`config.mk`:
```
export PLATFORM = sky130hd
export DESIGN_NAME = fbsb_frame_tx
export DESIGN_NICKNAME = d
export VERILOG_FILES = /design/src/rtl/fbsb_pkg.sv /design/src/rtl/fbsb_nibble_map.sv /design/src/rtl/fbsb_frame_tx.sv
export SDC_FILE = /design/constraint.sdc
export NUM_CORES = 1
export LEC_CHECK = 0
export CORE_MARGIN = 5
export CORE_UTILIZATION = 55
export DETAILED_ROUTE_END_ITERATION = 10
export GPL_ROUTABILITY_DRIVEN = 0
export MAX_ROUTING_LAYER = met4
export PLACE_DENSITY = 0.71
export SYNTH_ARGS = -nofsm -noshare
export SYNTH_HDL_FRONTEND = slang
export SYNTH_SLANG_ARGS = --single-unit
```
`constraint.sdc`:
```
create_clock -name pclk -period 2.85 [get_ports pclk]
set_input_delay 0.4275 -clock pclk [delete_from_list [all_inputs] [get_ports pclk]]
set_output_delay 0.4275 -clock pclk [all_outputs]
set_load 0.05 [all_outputs]
```
`src/rtl/fbsb_pkg.sv`:
```
// Shared definitions for the FBSB frame transmitter:
// FSM states, 4B6B code table and default parameter values.
package fbsb_pkg;

    localparam int DEF_BIT_CYCLES      = 50;
    localparam int DEF_SYNC_BITS       = 5;
    localparam int DEF_GAP_BITS        = 2;
    localparam int DEF_MAX_FRAME_BYTES = 24;

    typedef enum logic [2:0] {
        IDLE,
        SYNC_HI,
        SYNC_LO,
        DATA,
        GAP
    } fbsb_state_e;

    // Entries are listed from nibble F down to nibble 0.
    localparam logic [15:0][5:0] CODE_4B6B = {
        6'b101100, 6'b101010, 6'b101001, 6'b110010,
        6'b110001, 6'b011100, 6'b011010, 6'b011001,
        6'b100101, 6'b100110, 6'b100011, 6'b010101,
        6'b010110, 6'b010011, 6'b001101, 6'b001110
    };

endpackage

```
`src/rtl/fbsb_nibble_map.sv`:
```
// Combinational 4B6B lookup: one data nibble to one
// six-bit line code.
module fbsb_nibble_map
    import fbsb_pkg::*;
(
    input  logic [3:0] nib,
    output logic [5:0] code
);

    assign code = CODE_4B6B[nib];

endmodule

```
`src/rtl/fbsb_frame_tx.sv`:
```
// FBSB frame transmitter: one-byte holding register, sync
// preamble, 4B6B-coded symbols and an inter-frame gap.
module fbsb_frame_tx
    import fbsb_pkg::*;
#(
    parameter int BIT_CYCLES      = DEF_BIT_CYCLES,
    parameter int SYNC_BITS       = DEF_SYNC_BITS,
    parameter int GAP_BITS        = DEF_GAP_BITS,
    parameter int MAX_FRAME_BYTES = DEF_MAX_FRAME_BYTES
) (
    input  logic       pclk,
    input  logic       reset,
    input  logic       s_valid,
    input  logic [7:0] s_data,
    input  logic       s_last,
    output logic       s_ready,
    output logic       tx,
    output logic       busy,
    output logic       frame_done,
    output logic       underrun,
    output logic       trunc
);

    localparam int SYNC_LEN = SYNC_BITS * BIT_CYCLES;
    localparam int GAP_LEN  = GAP_BITS * BIT_CYCLES;
    localparam int PH_BITS  = (SYNC_BITS > GAP_BITS) ? SYNC_BITS : GAP_BITS;
    localparam int CW       = $clog2(PH_BITS * BIT_CYCLES);

    localparam logic [CW-1:0] SYNC_END = CW'(SYNC_LEN - 1);
    localparam logic [CW-1:0] GAP_END  = CW'(GAP_LEN - 1);
    localparam logic [CW-1:0] BIT_END  = CW'(BIT_CYCLES - 1);
    localparam logic [7:0]    MAX_B    = 8'(MAX_FRAME_BYTES);

    fbsb_state_e   state_q, state_d;
    logic [CW-1:0] cnt_q, cnt_d;
    logic [3:0]    idx_q, idx_d;
    logic [7:0]    nbytes_q, nbytes_d;
    logic [11:0]   sr_q, sr_d;
    logic          sym_last_q, sym_last_d;

    logic [7:0]    hold_data_q;
    logic          hold_last_q;
    logic          hold_full_q;

    logic          load;
    logic          tx_d;
    logic          done_d;
    logic          under_d;
    logic          trunc_d;
    logic [5:0]    code_lo;
    logic [5:0]    code_hi;

    fbsb_nibble_map u_map_lo (
        .nib  (hold_data_q[3:0]),
        .code (code_lo)
    );

    fbsb_nibble_map u_map_hi (
        .nib  (hold_data_q[7:4]),
        .code (code_hi)
    );

    assign s_ready = !hold_full_q;
    assign busy    = (state_q != IDLE);

    always_ff @(posedge pclk) begin
        if (reset) begin
            hold_full_q <= 1'b0;
            hold_data_q <= '0;
            hold_last_q <= 1'b0;
        end else begin
            if (load) begin
                hold_full_q <= 1'b0;
            end
            if (s_valid && s_ready) begin
                hold_full_q <= 1'b1;
                hold_data_q <= s_data;
                hold_last_q <= s_last;
            end
        end
    end

    always_comb begin
        state_d    = state_q;
        cnt_d      = cnt_q;
        idx_d      = idx_q;
        nbytes_d   = nbytes_q;
        sr_d       = sr_q;
        sym_last_d = sym_last_q;
        load       = 1'b0;
        done_d     = 1'b0;
        under_d    = 1'b0;
        trunc_d    = 1'b0;

        unique case (state_q)
            IDLE: begin
                cnt_d    = '0;
                idx_d    = '0;
                nbytes_d = '0;
                if (hold_full_q) begin
                    state_d = SYNC_HI;
                end
            end
            SYNC_HI: begin
                if (cnt_q == SYNC_END) begin
                    cnt_d   = '0;
                    state_d = SYNC_LO;
                end else begin
                    cnt_d = cnt_q + 1'b1;
                end
            end
            SYNC_LO: begin
                if (cnt_q == SYNC_END) begin
                    cnt_d = '0;
                    if (hold_full_q) begin
                        load    = 1'b1;
                        state_d = DATA;
                    end else begin
                        state_d = IDLE;
                    end
                end else begin
                    cnt_d = cnt_q + 1'b1;
                end
            end
            DATA: begin
                if (cnt_q == BIT_END) begin
                    cnt_d = '0;
                    if (idx_q == 4'd11) begin
                        idx_d = '0;
                        // frame end priority: s_last, then limit, then starvation
                        if (sym_last_q) begin
                            state_d = GAP;
                        end else if (nbytes_q == MAX_B) begin
                            state_d = GAP;
                            trunc_d = 1'b1;
                        end else if (hold_full_q) begin
                            load = 1'b1;
                        end else begin
                            state_d = GAP;
                            under_d = 1'b1;
                        end
                    end else begin
                        idx_d = idx_q + 4'd1;
                        sr_d  = {1'b0, sr_q[11:1]};
                    end
                end else begin
                    cnt_d = cnt_q + 1'b1;
                end
            end
            GAP: begin
                if (cnt_q == GAP_END) begin
                    cnt_d   = '0;
                    state_d = IDLE;
                    done_d  = 1'b1;
                end else begin
                    cnt_d = cnt_q + 1'b1;
                end
            end
            default: begin
                state_d = IDLE;
            end
        endcase

        if (load) begin
            sr_d       = {code_hi, code_lo};
            sym_last_d = hold_last_q;
            nbytes_d   = nbytes_q + 8'd1;
        end

        // tx is registered alongside the state, so derive it from next values
        tx_d = (state_d == SYNC_HI) || ((state_d == DATA) && sr_d[0]);
    end

    always_ff @(posedge pclk) begin
        if (reset) begin
            state_q    <= IDLE;
            cnt_q      <= '0;
            idx_q      <= '0;
            nbytes_q   <= '0;
            sr_q       <= '0;
            sym_last_q <= 1'b0;
            tx         <= 1'b0;
            frame_done <= 1'b0;
            underrun   <= 1'b0;
            trunc      <= 1'b0;
        end else begin
            state_q    <= state_d;
            cnt_q      <= cnt_d;
            idx_q      <= idx_d;
            nbytes_q   <= nbytes_d;
            sr_q       <= sr_d;
            sym_last_q <= sym_last_d;
            tx         <= tx_d;
            frame_done <= done_d;
            underrun   <= under_d;
            trunc      <= trunc_d;
        end
    end

endmodule

```
Fig. 1: selected gate families
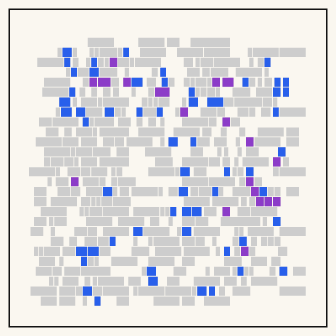
- blue: aoi and oai cells (cells 57; most used a21oi_1; where spread over the die)
- purple: and/or cells (cells 19; most used or3_1)
dominant logic cell type in the layout: dfxtp_1
logic share of the area: 49.2%
Non-Filler Instances: 463

Fig. 2: the metal 3 layer
Bar = 20 µm.
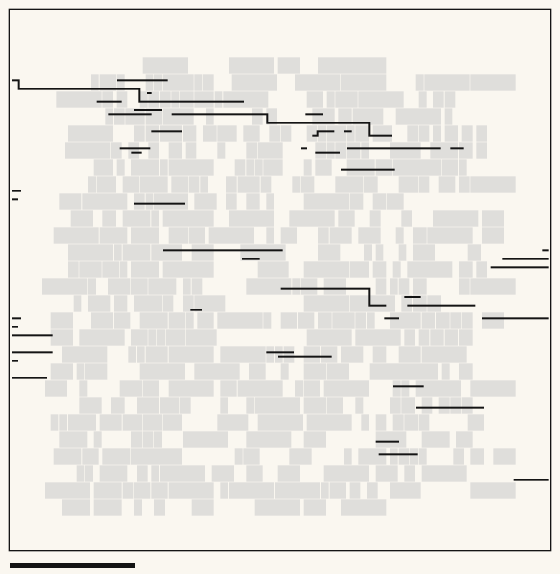
- main direction: horizontal
- longest straight run: 19.3 µm
Vias: 2665
Routed WL: 6580 µm
GR Util met3: 4.37%

==> impl_metrics.json <==
{
  "outcome": "completed",
  "grt_pass1_wl_um": 10800,
  "synth_adder_area_share_pct": 8.19,
  "die_h_um": 86.4,
  "cpLargestDelayFamily": "buffers and inverters",
  "peakVddDrop_mv": 0.323,
  "crit_path_start": "s_valid",
  "xor_share_pct": 1.36,
  "period_used_pct": 87.4,
  "dpl_cell_area_um2": 3480,
  "core_area_um2": 5570,
  "required_ns": 3.07,
  "edf_count": 0,
  "tns_ns": 0,
  "netlist.top_cell.by_area": "dfxtp_1",
  "worst_slew_pin_slew_ns": 0.810,
  "n_fill_cell": 480,
  "cts_setup_buffers": 0,
  "dr.pass1.iters": 4,
  "drt_iter0_markers": 172,
  "post_cts_resize_count": 0,
  "skew_ns": 0.00949,
  "setup_viol": 0,
  "rows": 27,
  "slew_viol_final": 0,
  "synthCells": 363
}
-- final timing paths --
path / cells past startpoint / end / slack, ns
worst max-delay path: 9 / code_lo[1]$_DFF_P_ / 0.36
worst min-delay path: 2 / hold_data_q[1]$_SDFFE_PP0P_ / 0.44
worst max register to register: 6 / nbytes_q[5]$_SDFFE_PP0P_ / 0.41
worst min register to register: 2 / sr_q[11]$_SDFFE_PP0P_ / 0.45
-- registers in the layout, summed over array words and instances (netlist names), 3 cells and up --
register     count
sr_q            12
cnt_q            8
hold_data_q      8
nbytes_q         8
code_hi          6
code_lo          6
idx_q            4
state_q          3
-- synthesized netlist by cell type, types with 2 or more instances --
cell and number:
a31oi_1 7, nor3_1 18, o22a_1 2, or2_2 3
nor4_1 3, nor2_1 37, nor2b_1 3, and2_1 3
and3_1 3, nand3b_1 5, a21o_1 2, mux2i_1 24
a211oi_1 11, nand4_1 3, nor2_2 2, a21oi_1 15
a32o_1 3, nand2b_1 2, dfxtp_1 62, nand2_1 26
clkbuf_1 12, or3_1 7, xnor2_1 4, o21bai_1 3
nand3_1 24, ha_1 21, o211ai_1 2, mux4_2 3
buf_1 3, o21ai_0 12, inv_1 16, o311ai_0 2
-- kinds of logic (layout without fill, tap and decap cells) --
logic type / Yosys count / count (layout)
flops: 62 / 62
mux: 27 / 27
compound gates: 68 / 68
fa+ha+maj: 21 / 21
buf+inv: 34 / 62
simple gates: 146 / 146
xor+xnor: 5 / 5
-- per-layer routing --
layer	wire length [µm]	GRT usage (%)	vias to the layer above
li1	-	-	1351
met1	3310	25.5	1232
met2	2880	26.5	70
met3	304	4.37	12
met4	85	6.94	0
met5	0	-	-
-- final cells by class --
cell class / count / area, µm² / share of cell area, %
well taps: 72 / 90.1 / 2.42
clock inverters: 3 / 65.1 / 1.75
multi-input cells: 267 / 1830 / 49.2
flip-flops and latches: 62 / 1240 / 33.4
inverters: 16 / 60.1 / 1.62
repair buffers: 30 / 263 / 7.07
clock buffers: 13 / 169 / 4.55
-- per-stage QoR --
step,total power [mW],utilization [%]
final,2.03,66.7
after CTS,2.04,66.7
after floorplan,1.08,-
after detailed placement,1.15,62.5
after global placement,1.15,62.5
after global routing,2.11,66.7
-- power by group through the flow --
| stage | clock (mW) | combinational (mW) | sequential [mW] |
|---|---|---|---|
| after floorplan | 0 | 0.141 | 0.940 |
| after global placement | 0 | 0.201 | 0.946 |
| after detailed placement | 0 | 0.204 | 0.946 |
| after CTS | 0.911 | 0.206 | 0.927 |
| after global routing | 0.947 | 0.229 | 0.932 |
| final | 0.894 | 0.206 | 0.927 |
No activity file was given, so power comes from the tool's default toggle rates.
